Run 1, supply network:
Pins as bars on the die edge. Tap cells in gray.
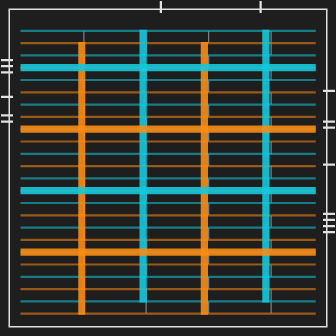
Run 1, cells colored by class:
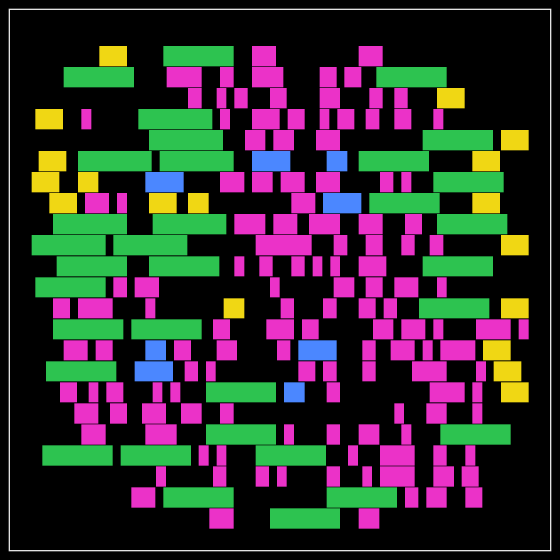
Run 1, clock distribution:
The bar under the picture is 20 um long.
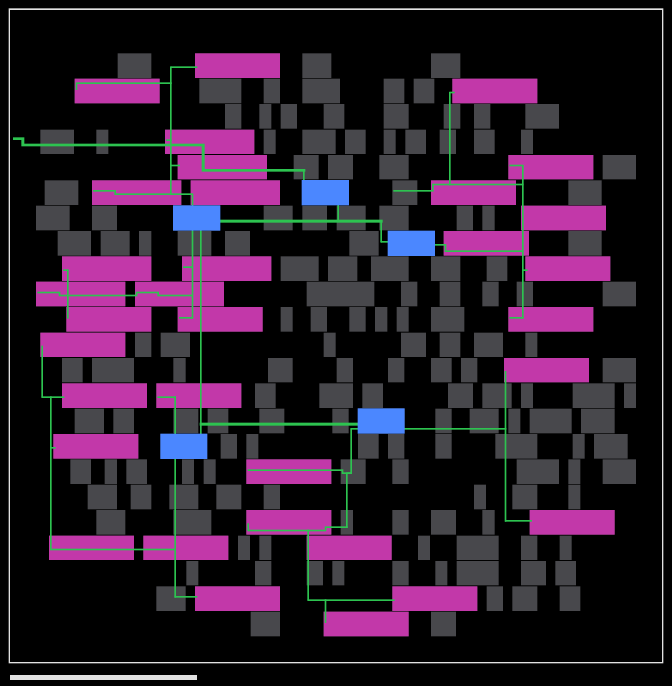
<file path="config.mk">
export PLATFORM = sky130hd
export DESIGN_NAME = keypad_scan_pulse
export DESIGN_NICKNAME = d
export VERILOG_FILES = /design/src/rtl/keypad_scan_pulse.sv
export SDC_FILE = /design/constraint.sdc
export NUM_CORES = 1
export LEC_CHECK = 0
export CELL_PAD_IN_SITES_DETAIL_PLACEMENT = 1
export CELL_PAD_IN_SITES_GLOBAL_PLACEMENT = 1
export CORE_MARGIN = 2
export CORE_UTILIZATION = 40
export CTS_CLUSTER_DIAMETER = 60
export DETAILED_ROUTE_END_ITERATION = 10
export PLACE_DENSITY = 0.69
export SLEW_MARGIN = 40
export SYNTH_ARGS = -nofsm -noshare
export SYNTH_HDL_FRONTEND = slang
export SYNTH_SLANG_ARGS = --single-unit
</file>
<file path="constraint.sdc">
create_clock -name clock -period 4.05 [get_ports clock]
set_input_delay 1.215 -clock clock [delete_from_list [all_inputs] [get_ports clock]]
set_output_delay 1.215 -clock clock [all_outputs]
set_load 0.02 [all_outputs]
</file>
<file path="src/rtl/keypad_scan_pulse.sv">
// rtl/keypad_scan_pulse.sv - 4x4 keypad scanner with debounced single-cycle key pulse
// Each accepted press yields one {valid, row*4+col} pulse; a debounced release re-arms the scan.
module keypad_scan_pulse #(
    parameter int SCAN_DIV     = 1000,
    parameter int DEBOUNCE_CNT = 4
) (
    input  logic       clock,
    input  logic       reset,
    input  logic [3:0] row_in,
    output logic [3:0] col_out,
    output logic [4:0] pulse,
    output logic       key_held
);

    localparam int TW = $clog2(SCAN_DIV);
    localparam int DW = $clog2(DEBOUNCE_CNT + 1);
    localparam logic [TW-1:0] TICK_LAST = TW'(SCAN_DIV - 1);
    localparam logic [DW-1:0] DBC_DONE  = DW'(DEBOUNCE_CNT);
    localparam logic [DW-1:0] DBC_ONE   = DW'(1);

    typedef enum logic [1:0] {
        ST_SCAN,
        ST_DEBOUNCE,
        ST_EMIT,
        ST_WAIT_RELEASE
    } state_t;

    state_t        state;
    state_t        state_n;
    logic [3:0]    row_s1;
    logic [3:0]    row_s;
    logic [TW-1:0] tick_cnt;
    logic          tick;
    logic [1:0]    col_idx;
    logic [1:0]    col_idx_n;
    logic [1:0]    row_idx;
    logic [1:0]    row_idx_n;
    logic [DW-1:0] dbc;
    logic [DW-1:0] dbc_n;
    logic [DW-1:0] dbc_inc;
    logic [4:0]    pulse_n;
    logic          key_held_n;
    logic          sample_valid;
    logic [1:0]    sample_row;
    logic          no_key;

    // row_in is asynchronous to clock; only the second stage feeds the decode
    always_ff @(posedge clock or posedge reset) begin
        if (reset) begin
            row_s1   <= 4'hF;
            row_s    <= 4'hF;
            tick_cnt <= '0;
        end else begin
            row_s1   <= row_in;
            row_s    <= row_s1;
            tick_cnt <= tick ? '0 : tick_cnt + 1'b1;
        end
    end

    assign tick = (tick_cnt == TICK_LAST);

    // Exactly one row low is a usable sample; multiple lows are ghosting and count as no key
    always_comb begin
        sample_valid = 1'b1;
        sample_row   = 2'd0;
        case (row_s)
            4'b1110: sample_row = 2'd0;
            4'b1101: sample_row = 2'd1;
            4'b1011: sample_row = 2'd2;
            4'b0111: sample_row = 2'd3;
            default: sample_valid = 1'b0;
        endcase
    end

    assign no_key = (row_s == 4'hF);

    always_ff @(posedge clock or posedge reset) begin
        if (reset) begin
            state    <= ST_SCAN;
            col_idx  <= 2'd0;
            row_idx  <= 2'd0;
            dbc      <= '0;
            pulse    <= 5'b0;
            key_held <= 1'b0;
        end else begin
            state    <= state_n;
            col_idx  <= col_idx_n;
            row_idx  <= row_idx_n;
            dbc      <= dbc_n;
            pulse    <= pulse_n;
            key_held <= key_held_n;
        end
    end

    always_comb begin
        state_n    = state;
        col_idx_n  = col_idx;
        row_idx_n  = row_idx;
        dbc_n      = dbc;
        pulse_n    = 5'b0;
        key_held_n = key_held;
        dbc_inc    = dbc + 1'b1;

        case (state)
            ST_SCAN: begin
                if (tick) begin
                    if (sample_valid) begin
                        row_idx_n = sample_row;
                        if (DBC_DONE == DBC_ONE) begin
                            dbc_n   = '0;
                            state_n = ST_EMIT;
                        end else begin
                            dbc_n   = DBC_ONE;
                            state_n = ST_DEBOUNCE;
                        end
                    end else begin
                        col_idx_n = col_idx + 1'b1;
                    end
                end
            end
            ST_DEBOUNCE: begin
                if (tick) begin
                    if (sample_valid && (sample_row == row_idx)) begin
                        dbc_n = dbc_inc;
                        if (dbc_inc == DBC_DONE) begin
                            state_n = ST_EMIT;
                        end
                    end else begin
                        dbc_n     = '0;
                        col_idx_n = col_idx + 1'b1;
                        state_n   = ST_SCAN;
                    end
                end
            end
            ST_EMIT: begin
                dbc_n      = '0;
                key_held_n = 1'b1;
                state_n    = ST_WAIT_RELEASE;
            end
            ST_WAIT_RELEASE: begin
                key_held_n = 1'b1;
                if (tick) begin
                    if (no_key) begin
                        if (dbc_inc == DBC_DONE) begin
                            key_held_n = 1'b0;
                            dbc_n      = '0;
                            col_idx_n  = col_idx + 1'b1;
                            state_n    = ST_SCAN;
                        end else begin
                            dbc_n = dbc_inc;
                        end
                    end else begin
                        dbc_n = '0;
                    end
                end
            end
            default: begin
                state_n = ST_SCAN;
            end
        endcase

        // Load the pulse on the way into EMIT so it is visible during the EMIT cycle itself
        if (state_n == ST_EMIT) begin
            pulse_n    = {1'b1, row_idx_n, col_idx_n};
            key_held_n = 1'b1;
        end
    end

    assign col_out = ~(4'b0001 << col_idx);

endmodule

</file>
==> metrics.csv, run 1 <==
stage;metric;value;unit
logic_synthesis;Cell Type Count;45;
setup_path;crit-path most repeated cell;inv_1;
final_layout;share of layout cells above drive strength 1;13.09;%
grt;first-pass GRT wire length;6782;um
die;die area;0.004885;mm^2
cts;clock sink count;33;
logic_synthesis;#FFs+latches synth;33;
grt;layer with the highest usage;met2;
timing;worst setup margin;1.202;ns
die;I/O Pins;16;
timing;Worst-Margin Slew;0.6289;ns
final_layout;Area growth syn-to-layout;16.93;%
timing;Final Critical Period;2.848;ns
placed_design;I/O Buffers;15;
grt;gr ovfl total;0;
setup_path;crit end category;output port;
timing;Max Fclk;351.1;MHz
setup_path;cell chain of the critical path;inv_1 -> ha_1 -> inv_1 -> clkdlybuf4s50_1;
placed_design;Post-DP Area;0.001939;mm^2
pwr;leakage;0.8475;nW
grt;vias in the first global route;1406;
die;fp_density;42.50;%
grt;met2 Track Usage GR;30.69;%
logic_synthesis;Yosys Instances;173;
logic_synthesis;EDFF count, synth;0;
setup_path;CP arrival;1.63;ns
cts;Late-Pin Clk Latency;0.28;ns
route;DRT Pass-1 Iters;4;
setup_path;crit path max fanout;6;
route;total number of vias;1356;
logic_synthesis;top cells, area;dfrtp_1 36%, dfstp_2 12%, ha_1 5.0%;
timing;TNS Setup;0;ns
cts;post_cts resized;0;
logic_synthesis;Synth Instances;173;
timing;Tcrit/Tclk final;70.32;%
grt;met1 GRT Util;20.94;%
final_layout;fin area;0.002031;mm^2
placed_design;HPWL Detailed;2846;um
setup_path;slowest cell on the critical path;clkdlybuf4s50_1;
logic_synthesis;average cell area after synthesis;10.04;um^2
logic_synthesis;Post-Syn Area;0.001737;mm^2
cts;H-tree Lvls;2;
logic_synthesis;yosys warns;0;
logic_synthesis;asr flop ratio synth;100.0;%
setup_path;kind of critical path;reg -> out;
final_layout;Fillers;481;
final_layout;register area;835.8;um^2
route;DRT iter0 DRCs;19;
pwr;total power;0.0006136;W
final_layout;# diodes;0;
cts;Max clock buf depth;2;
route;Via density;5.627;
cts;total CTS buffers;5;
route;Total Wirelength;3895;um
timing;slew margin rel.;57.75;%
placed_design;GP Congestion;0.7566;
route;WL/cell;16.16;um
timing;final hold viol count;0;
run_status;outcome;finished clean;
grt;met3 usage;4.473;%
setup_path;Max stage delay on crit path;0.59;ns
timing;minimum hold slack;0.3572;ns
grt;Tot GR Track Use;17.20;%
timing;skew final;0.007252;ns
logic_synthesis;Syn Nets;186;
setup_path;crit path launch type;flop;
cts;post-CTS setup buffers;0;
cts;CTS tree;yes;
setup_path;worst path buffer plus inverter count;3;
logic_synthesis;ys flop type;dfrtp_1;
timing;unrepaired setup endpoints after global routing;no;
setup_path;Worst Path Required;2.83;ns
cts;Root Buffer;clkbuf_8;
setup_path;Worst path top cell family by delay;buffers and inverters;
grt;antenna violations before repair;0;
cts;Reg clk slew, reported paths;0.07;ns
placed_design;Place WS;1.484;ns
cts;CTS Hold Bufs;0;
final_layout;final-stage net count;203;
flow_run;max capacitance violation total;0;
About 'supply network':
Key: cyan = VDD; orange = VSS
24 met1 rails follow the rows. 50 tap cells.
Core Region: 0.004086 mm^2
Die Wd: 69.89 um
worst vdd ir: 0.2278 mV

About 'cells colored by class':
Key: blue = clock drivers and dummy loads [cells 8]; green = flip-flops [cells 33]; yellow = other buffers and delay cells [cells 18]; magenta = all other logic [cells 132]

About 'clock distribution':
Key: blue = cells driving clock nets [count 5]; green = clock wires [length 399 um]; magenta = flip-flops [count 33]
There are 6 routed clock nets.

==> run 1: worst register-to-register path: cells and delay by family (launching register included) <==
family	cells	cell delay, ns
simple gates	3	1.29
fa+ha+maj	1	0.24
flops	1	0.39
compound gates	2	0.40
==> run 1: cells in the final DEF (no fill, tap or decap), types with 7 or more instances in the layout <==
master           instances
ha_1                     7
nand2_1                  8
clkdlybuf4s50_1         15
dfrtp_1                 25
nor2_1                  14
dfstp_2                  8
a21oi_1                 10
inv_1                   10
==> run 1: report_power, final <==
part / leakage, nW / internal [W] / switching (W)
registers: 0.419 / 0.000337 / 0.00000638
clock network: 0.0364 / 0.000120 / 0.000125
logic: 0.392 / 0.0000111 / 0.0000136
==> run 1: registers in the layout, indices dropped and copies added, names as in the netlist, 2 cells and up <==
signal	count
dbc	3
state	2
tick_cnt	10
row_s	4
col_idx	2
pulse	5
row_idx	2
row_s1	4
==> run 1: stage by stage <==
stage / cells / utilization, %
5_1_grt: 241 / 49.69
3_3_place_gp: 233 / 47.46
2_1_floorplan: 173 / -
3_5_place_dp: 233 / 47.46
6_report: 241 / 49.69
4_1_cts: 241 / 49.69
==> run 1: Yosys cell counts, types with 3 or more instances <==
master	instances
dfrtp_1	25
nor2_1	14
inv_1	11
a21oi_1	10
dfstp_2	8
nand2_1	8
ha_1	7
clkbuf_1	6
nand3_1	6
nor3_1	6
o211ai_1	6
o21ai_0	6
a31oi_1	4
and2_1	4
nand4_1	4
nand4b_1	4
xor2_1	4
and3_1	3
nor2b_1	3
xnor2_1	3
==> run 1: kinds of logic after synthesis <==
logic type	Yosys count	share of synthesized area, %
simple gates	65	21.90
compound gates	42	17.15
flops	33	48.13
buf+inv	19	4.251
xor+xnor	7	3.530
fa+ha+maj	7	5.043
==> run 1: layout make-up <==
type                    instances  share of cell area, %
clock buffers                   5                  3.389
clock inverters                 3                  1.109
inverters                      11                  2.033
multi-input cells             121                  40.73
flip-flops and latches         33                  41.16
well taps                      50                  3.081
repair buffers                 18                  8.503
==> run 1: routing by layer <==
metal | wire [um] | up-vias
met4 | 0 | 0
met3 | 124 | 0
li1 | - | 664
met5 | 0 | -
met2 | 2013 | 21
met1 | 1757 | 671
==> run 1: final timing paths <==
check / start / to / slack [ns] / cells past startpoint
min in group asynchronous: reset / pulse[2] / 1.31 / 2
worst min register to register: row_s1[1] / row_s[1] / 0.36 / 0
worst max-delay path: col_idx[1] / col_out[0] / 1.20 / 4
worst min-delay path: row_s1[1] / row_s[1] / 0.36 / 0
max in group asynchronous: reset / row_s[2] / 2.16 / 3
worst max register to register: tick_cnt[0] / pulse[1] / 1.65 / 6
==> inputs of run 2 (changes only) <==
--- a/config.mk
+++ b/config.mk
@@ -11,7 +11,7 @@
 export CORE_UTILIZATION = 40
 export CTS_CLUSTER_DIAMETER = 60
 export DETAILED_ROUTE_END_ITERATION = 10
-export PLACE_DENSITY = 0.69
+export PLACE_DENSITY = 0.72
 export SLEW_MARGIN = 40
 export SYNTH_ARGS = -nofsm -noshare
 export SYNTH_HDL_FRONTEND = slang
==> constraint.sdc (replaced) <==
create_clock -name clock -period 2.5 [get_ports clock]
set_input_delay 0.75 -clock clock [delete_from_list [all_inputs] [get_ports clock]]
set_output_delay 0.75 -clock clock [all_outputs]
set_load 0.02 [all_outputs]
Run 2, cells colored by class:
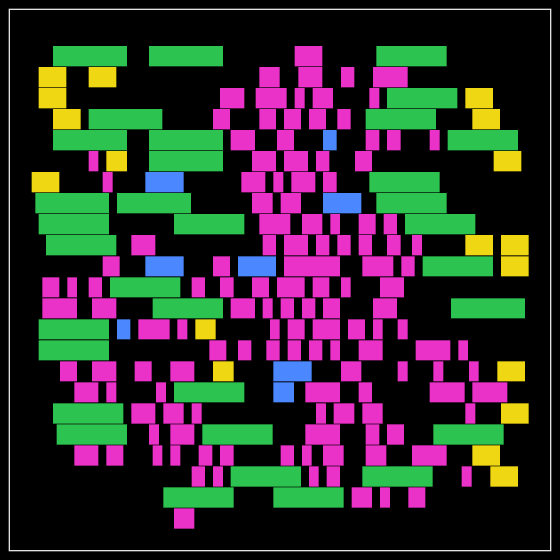
Key: blue = clock drivers and dummy loads [cells 8]; green = flip-flops [cells 33]; yellow = other buffers and delay cells [cells 18]; magenta = all other logic [cells 132]
fin area: 0.002027 mm^2
flop share of the area: 41.30%
Final Util: 49.60%

==> run 2 against run 1 <==
Compared with the run above:
- design area shrank 0.19%
- area after synthesis is the same
- largest cell class unchanged
- sequential cell count stayed put
- largest power group unchanged
==> metrics.csv, run 2 <==
stage;metric;value;unit;change
die;Core Region;0.004086;mm^2;unchanged
setup_path;crit path launch type;flop;;unchanged
timing;skew final;0.005427;ns;was 0.007252 ns
logic_synthesis;asr flop ratio synth;100.0;%;unchanged
placed_design;HPWL Detailed;2835;um;was 2846 um
logic_synthesis;Cell Type Count;45;;unchanged
grt;Tot GR Track Use;16.26;%;was 17.20%
placed_design;I/O Buffers;15;;unchanged
timing;minimum hold slack;0.3567;ns;was 0.3572 ns
pwr;worst vdd ir;0.3201;mV;was 0.2278 mV
setup_path;Setup crit start;col_idx[0];;was col_idx[1]
cts;Root Buffer;clkbuf_8;;unchanged
logic_synthesis;#FFs+latches synth;33;;unchanged
grt;gr ovfl total;0;;unchanged
placed_design;GP Congestion;0.8777;;was 0.7566
pwr;total power;0.0009805;W;was 0.0006136 W
final_layout;number of flip-flops under the largest register name;10;;unchanged
flow_run;max capacitance violation total;0;;unchanged
logic_synthesis;Synth Instances;173;;unchanged
cts;CTS Hold Bufs;0;;unchanged
route;WL/cell;15.62;um;was 16.16 um
setup_path;FF-to-FF End;pulse[2];;was pulse[1]
final_layout;largest reg by FF count;tick_cnt;;unchanged
route;total number of vias;1364;;was 1356
cts;total CTS buffers;5;;unchanged
setup_path;Setup crit end;col_out[0];;unchanged
route;DRT Pass-1 Iters;4;;unchanged
final_layout;share of layout cells above drive strength 1;13.09;%;unchanged
setup_path;Reg2Reg Setup Slack;0.23;ns;was 1.65 ns
final_layout;# diodes;0;;unchanged
logic_synthesis;Post-Syn Area;0.001737;mm^2;unchanged
cts;H-tree Lvls;2;;unchanged
setup_path;worst-case reg-to-reg path depth;5;;was 6
timing;Max Fclk;420.3;MHz;
logic_synthesis;top cells, area;dfrtp_1 36%, dfstp_2 12%, ha_1 5.0%;;unchanged
cts;CTS tree;yes;;unchanged
setup_path;crit end category;output port;;unchanged
logic_synthesis;count leader, synth;dfrtp_1;;unchanged
logic_synthesis;EDFF count, synth;0;;unchanged
setup_path;CP arrival;1.63;ns;about the same
cts;Reg clk slew, reported paths;0.07;ns;about the same
cts;clock sink count;33;;unchanged
logic_synthesis;Yosys Instances;173;;unchanged
run_status;outcome;finished clean;;unchanged
cts;Max clock buf depth;2;;unchanged
timing;unrepaired setup endpoints after global routing;no;;unchanged
setup_path;RR Startpoint;row_s[1];;was tick_cnt[0]
timing;Worst-Margin Slew;0.5595;ns;was 0.6289 ns
final_layout;most frequent logic cell in the layout;dfrtp_1;;unchanged
logic_synthesis;ys flop type;dfrtp_1;;unchanged
final_layout;Fillers;467;;was 481
grt;antenna violations before repair;0;;unchanged
die;fp_density;42.50;%;unchanged
timing;final hold viol count;0;;unchanged
route;Total Wirelength;3764;um;was 3895 um
final_layout;Top Layout Cells;24 x dfrtp_1, 15 x clkdlybuf4s50_1, 14 x nor2_1, 11 x inv_1, 10 x a21oi_1;;was 25 x dfrtp_1, 15 x clkdlybuf4s50_1, 14 x nor2_1, 10 x inv_1, 10 x a21oi_1
final_layout;Area growth syn-to-layout;16.71;%;was 16.93%
die;Die Wd;69.89;um;unchanged
pwr;leakage;0.8538;nW;was 0.8475 nW
timing;slew margin rel.;62.30;%;was 57.75%
logic_synthesis;average cell area after synthesis;10.04;um^2;unchanged
final_layout;final-stage net count;203;;unchanged
setup_path;crit path max fanout;4;;was 6
timing;Final Critical Period;2.379;ns;
cts;post-CTS setup buffers;0;;unchanged
route;Via density;5.660;;was 5.627
die;die area;0.004885;mm^2;unchanged
setup_path;kind of critical path;reg -> out;;unchanged
final_layout;Regs by FF count;tick_cnt x10, pulse x5;;unchanged
route;DRT iter0 DRCs;52;;was 19
grt;first-pass GRT wire length;6437;um;was 6782 um
logic_synthesis;top cells by count;25 x dfrtp_1, 14 x nor2_1, 11 x inv_1, 10 x a21oi_1;;unchanged
cts;post_cts resized;0;;unchanged
die;I/O Pins;16;;unchanged
cts;Late-Pin Clk Latency;0.28;ns;about the same
-- run 2: metal layers --
layer / track usage (%) / part of all wire (%)
met2: 28.15 / 52
met1: 20.26 / 45
met5: 0 / 0
met3: 3.896 / 3.0
met4: 4.487 / 0.45
-- run 2: worst max-delay path, stage by stage (launching register included) --
cell and delay, ns:
dfrtp_1 0.40, inv_1 0.10, ha_1 0.20, inv_1 0.05, clkdlybuf4s50_1 0.60
-- run 2: how the worst min path moves through the flow --
stage,startpoint,end,slack (ns),depth (start not counted)
finish,row_s1[3],row_s[3],0.36,0
global route,row_s1[1],row_s[1],0.36,0
CTS,row_s1[0],row_s[0],0.36,0
detailed placement,row_s1[0],row_s[0],0.35,0
global placement,row_s1[3],row_s[3],0.35,0
floorplan,row_s1[0],row_s[0],0.35,0
-- run 2: kinds of logic (layout without fill, tap and decap cells) --
logic type / Yosys count / in the layout / share of synthesized area (%)
xor gates and xnor gates: 7 / 7 / 3.530
AOI/OAI and AO/OA: 42 / 42 / 17.15
adders and majority gates: 7 / 7 / 5.043
buffers and inverters: 19 / 37 / 4.251
DFF: 33 / 33 / 48.13
and+or+nand+nor: 65 / 65 / 21.90
-- run 2: area by class of cell --
class / instances / area (um^2) / area share (%)
flip-flops and latches: 33 / 837.1 / 41.30
multi-input cells: 121 / 827.0 / 40.80
repair buffers: 18 / 172.7 / 8.519
clock buffers: 5 / 68.82 / 3.395
well taps: 50 / 62.56 / 3.086
inverters: 11 / 41.29 / 2.037
clock inverters: 3 / 17.52 / 0.8642
-- run 2: where the power goes --
| part | leakage (nW) | internal [W] | switching [W] |
|---|---|---|---|
| registers | 0.417 | 0.000546 | 0.00000972 |
| clock network | 0.0439 | 0.000192 | 0.000194 |
| logic | 0.392 | 0.0000171 | 0.0000219 |
| total | 0.854 | 0.000755 | 0.000226 |
-- run 2: stage by stage --
| step | cell area, um^2 | std cells | setup slack (ns) |
|---|---|---|---|
| after floorplan | 1737 | 173 | 0.5122 |
| after global placement | 1939 | 233 | 0.3137 |
| after detailed placement | 1939 | 233 | 0.2601 |
| after CTS | 2026 | 241 | 0.05110 |
| after global routing | 2027 | 241 | 0.01752 |
| final | 2027 | 241 | 0.1209 |
Power is estimated from default activity; no workload was simulated.
